==> run_1/cell_classes.png <==
The bar under the picture is 50 um long.
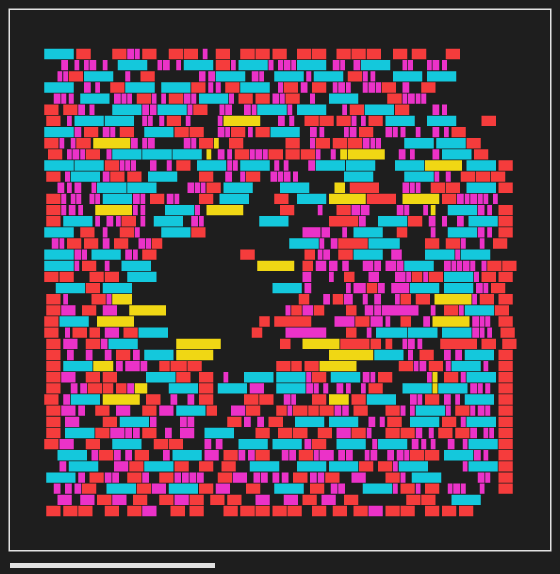
==> run_1/pdn.png <==
Pins as bars on the die edge. Tap cells in grey.
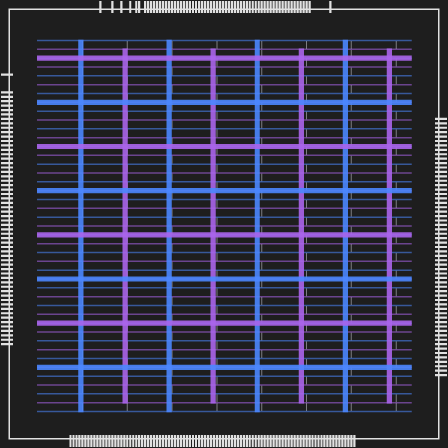
==> run_1/final_clocks.png <==
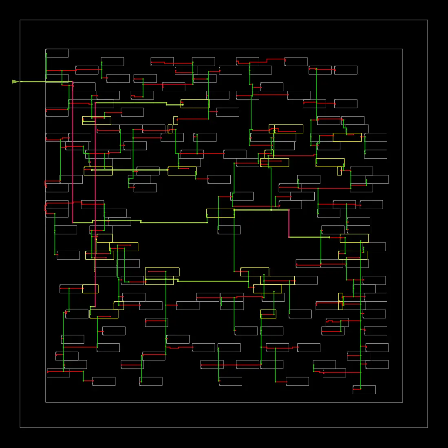
==> run_1/gate_families.png <==
The bar under the picture is 50 um long.
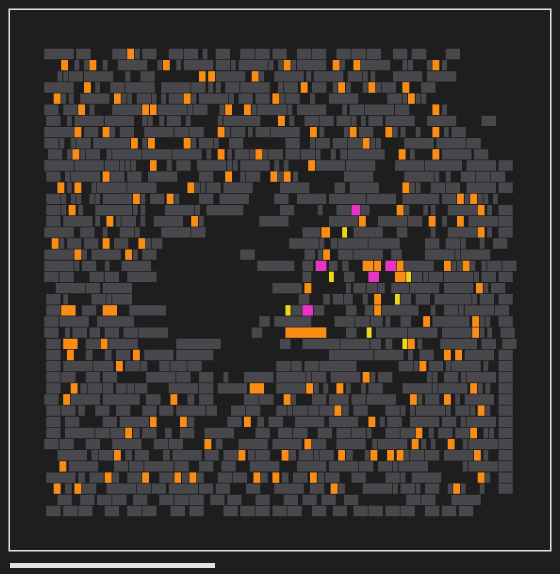
==> config.mk <==
export PLATFORM = sky130hd
export DESIGN_NAME = mem_port_arbiter
export DESIGN_NICKNAME = d
export VERILOG_FILES = /design/src/rtl/mem_port_arbiter_pkg.sv /design/src/rtl/mem_port_arbiter.sv
export SDC_FILE = /design/constraint.sdc
export NUM_CORES = 1
export LEC_CHECK = 0
export ABC_CLOCK_PERIOD_IN_PS = 2180
export CAP_MARGIN = 20
export CORE_MARGIN = 8
export CORE_UTILIZATION = 39
export CTS_CLUSTER_SIZE = 24
export DETAILED_ROUTE_END_ITERATION = 6
export PLACE_DENSITY = 0.8
export SETUP_SLACK_MARGIN = 0.05
export SYNTH_ARGS = -nofsm -noshare
export SYNTH_HDL_FRONTEND = slang
export SYNTH_SLANG_ARGS = --single-unit
==> constraint.sdc <==
create_clock -name clk -period 2.18 [get_ports clk]
set_input_delay 0.436 -clock clk [delete_from_list [all_inputs] [get_ports clk]]
set_output_delay 0.436 -clock clk [all_outputs]
set_load 0.01 [all_outputs]
==> run summary, run 1 <==
Notes on the flow outputs.

- Synthesis produced a netlist whose cell count is 631.
- The final net count is 1053.
- Walking the critical path from launch to capture passes 5 cell instances.
- The final HPWL from detailed placement reads 12800 um.
- In this run the register-to-register setup slack is 240 ps.
- The multi-input gate area in the final layout is 2170 um2.
- The combinational gate power is 939 uW.
- The actual slew at the worst max-slew pin reads 442 ps.
- The tally of unique sky130hd cells used after synthesis reads 31.
- In this run the count of I/O pins placed on the die edge is 277.
- The required time of the critical path is 1740 ps.
- The arrival time of data at the worst endpoint is listed as 1670 ps.
- The total clock sinks reads 142.
- The cell with the largest stage delay on the worst path is sky130_fd_sc_hd__a2111oi_4.
- In the final report, the number of hold violations comes to 0.
- Averaged over all synthesized cells, the footprint is 8.29 um2.
- The report lists the cells along the critical path as inv_2 > ha_4 > nand3b_1 > a2111oi_4 > buf_4.
- Per the detailed-route log, wirelength across all metal layers totals 17700 um.
- The number of max-slew violations in the final report is 0.
- The sequential logic power reads 2.78 mW.
- The share of the core area taken by cells at floorplan is 39.6%.
- The number of hold buffers added after CTS reads 0.
- Setup repair after global routing could not meet its margin everywhere.
- Fill cells in the final layout number 1096.
- Looking at the critical path, the highest net fanout was 3.
- The post-route antenna net violation count is 0.
- The cell count of the worst hold path reads 2.
- The last weighted congestion value of the routability-driven placer reads 0.795.
- Headroom to the max-slew limit came out at 70.6%.
- The kind of critical path reads flip-flop to primary output.
- The repair_antennas step left the layout with diodes totalling 0.
- After synthesis the cells add up to 5230 um2.
- The power per cell area reads 729 nW/um2.
- The flow ran to the end, and the final reports show no timing, DRC or antenna violations.
- The tap cell count is 176.
- The count of instances resized after the clock tree is built is 12.
- The post-layout minimum cycle time reads 2100 ps.
- The die area reads 17400 um2.
- The simple-gate area share of the yosys netlist is 20.1%.
- After layout, the setup clock skew is reported as 14.7 ps.
About cell_classes.png:
flops: shown in cyan, cells 142, share of their area 33%. other buffers and delay cells: shown in red, cells 310, share of their area 36%. clock drivers and dummy loads: shown in yellow, cells 30, share of their area 6.5%. all other logic: shown in magenta, cells 441, share of their area 25%.
fin util: 67.7%
core region area: 13200 um2
number of rows in the core area: 42
fraction of standard cell area that is sequential: 31.8%
final instance area: 8940 um2

About pdn.png:
VDD: shown in purple. VSS: shown in blue.
The core has 42 rows. 8 straps on met5. 277 signal pins sit on the boundary. 176 tap cells. 8 straps on met4.
die boundary width: 132 um
worst ir drop on vdd: 485 uV

About final_clocks.png:
power consumed by the clock network: 2.79 mW
sequential cell count of the final layout: 142

About gate_families.png:
AND and OR gates: shown in magenta, cells 5. inverting AOI/OAI gates: shown in orange, cells 144, where spread over the die. inverters: shown in yellow, cells 7.
share of cell area taken by multi-input logic gates: 24.2%
Final Instance Count excl. Fillers: 1099
most numerous logic cell after layout: sky130_fd_sc_hd__clkdlybuf4s50_1

run 1: through the flow:
stage / power [mW] / setup TNS (ps) / instance area (um2) / utilization (%) / setup slack [ps]
3_3_place_gp: 3.75 / -17760 / 8270 / 62.7 / -340
6_report: 6.51 / 0 / 8940 / 67.7 / 77.2
3_5_place_dp: 3.76 / -19300 / 8270 / 62.7 / -366
4_1_cts: 6.56 / 0 / 8860 / 67.2 / 25.1
5_1_grt: 6.79 / -27.5 / 8940 / 67.7 / -27.5
2_1_floorplan: 3.16 / 0 / 5230 / - / 235
run 1: metal layers:
metal	GRT usage [%]	vias up	routed length (um)	part of all wire, %
met2	33.1	174	8790	50
met4	6.89	2	310	1.7
met3	8.31	21	1450	8.2
met5	0	-	13	0.073
li1	-	2664	-	-
met1	21.8	2362	7170	40
--- run 2 (diff from run 1) ---
PLACE_DENSITY = 0.76   (was 0.8)
==> run_2/cell_classes.png <==
The bar under the picture is 50 um long.
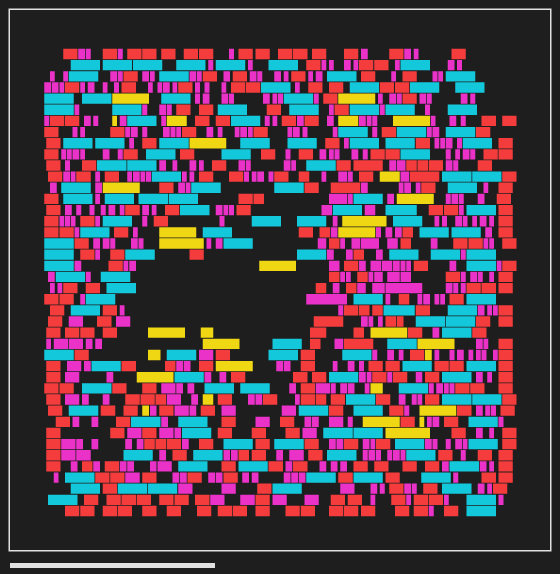
other buffers and delay cells: shown in red, cells 307, share of their area 35%. all other logic: shown in magenta, cells 441, share of their area 25%. flops: shown in cyan, cells 142, share of their area 33%. clock drivers and dummy loads: shown in yellow, cells 31, share of their area 7.0%.
fraction of standard cell area that is sequential: 31.9%
final instance area: 8910 um2
fin util: 67.6%

==> run 2 against run 1 <==
- first-iteration DRC count rose by 8.8%
- sequential share of layout area is 0.076 points higher
- power rose by 2.2%
- sequential cell count stayed put
- largest cell class unchanged
- critical endpoint unchanged
==> run summary, run 2 <==
Notes on the flow outputs.

- The routed length on met3 was 1320 um (-8.9%).
- The area of placed instances is 8290 um2 (+0.27%).
- The met2 wire length is 8710 um (-0.87%).
- The width of the chip came to 132 um (unchanged).
- The power drawn by the clock network reads 2.94 mW (+5%).
- The count of instances resized after the clock tree is built is 5 (-7).
- The number of hold buffers added after CTS is 0 (unchanged).
- The last weighted congestion value of the routability-driven placer is 0.824 (+3.6%).
- The count of cell instances traversed by the critical path is 5 (unchanged).
- The starting density of the core reads 39.6% (unchanged).
- The run finished with clean final reports.
- The post-route antenna net violation count reads 0 (unchanged).
- The final number of hold-violating endpoints is 0 (unchanged).
- The tally of unique sky130hd cells used after synthesis was 31 (unchanged).
- Setup repair after global routing could not meet its margin everywhere.
- The number of non-filler instances in the completed layout is 1098 (-0.091%).
- The met2 layer usage reported by global route reads 34.3% (+1.2 points).
- The highest ir drop seen on vdd reads 536 uV (+11%).
- The number of cells produced by synthesis reads 631 (unchanged).
- The top fanout value on the critical path was 2 (-1).
- The critical path is of the flip-flop to primary output type.
- The top-level I/O count reads 277 (unchanged).
- The core box area reads 13200 um2 (unchanged).
- The post-layout worst setup margin is 103 ps (+25.9 ps).
- The cell with the largest stage delay on the worst path reads sky130_fd_sc_hd__a2111oi_4.
- The power per cell area is 746 nW/um2 (+2.4%).
- The final routed wirelength across all metal layers is 18100 um (+2.1%).
- The die area is 17400 um2 (unchanged).
- The number of buffers and inverters on the critical path is 2.
- The number of max-slew violations in the final report is 0 (unchanged).
- The total negative slack is 0 ps (unchanged).
- The sequential logic power is 2.78 mW (about the same).
- The actual slew at the worst max-slew pin came to 785 ps (+344 ps).
- The met3 usage in global routing came to 7.85% (-0.46 points).
- The routing layer with the top usage in global route reads met2.
- Per the detail_route log, the uppermost layer with routed signals is met4.
- The area of the mapped netlist was 5230 um2 (unchanged).
- The setup slack on the worst flop-to-flop path came to 180 ps (-60 ps).
- The global routing met1 resource utilization is 21.9% (+0.078 points).
- The number of placement rows is 42 (unchanged).
- The worst slew margin relative to its limit is 47.7% (-23 points).
==> run_2/clock_map.png <==
The bar under the picture is 50 um long.
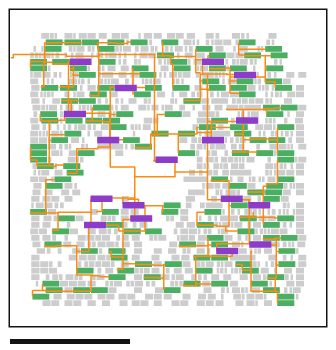
flip-flops: shown in green, count 142. cells driving clock nets: shown in purple, count 17. clock wires: shown in orange, length 1640 um.
Position of the flops: spread over the die. There are 18 routed clock nets.
share of total power in the clock network: 44.2%
worst-case clock skew: 6.01 ps

==> run 2: logic make-up after synthesis <==
family	share of synthesized area [%]
AOI/OAI and AO/OA	14.7
DFF	54.4
xor gates and xnor gates	0.168
and+or+nand+nor	20.1
buffers and inverters	4.79
adders and majority gates	0.479
muxes	5.36
==> run 2: area by class of cell <==
cell class                      instances  area (um2)  share of cell area, %
Antenna cell                            1        2.50                 0.0281
Inverter                                7        26.3                  0.295
Tap cell                              176         220                   2.47
Sequential cell                       142        2850                   31.9
Timing Repair Buffer                  307        3050                   34.3
Multi-Input combinational cell        434        2160                   24.2
Clock buffer                           22         474                   5.32
Clock inverter                          9         134                   1.50
No activity file was given, so power comes from the tool's default toggle rates.
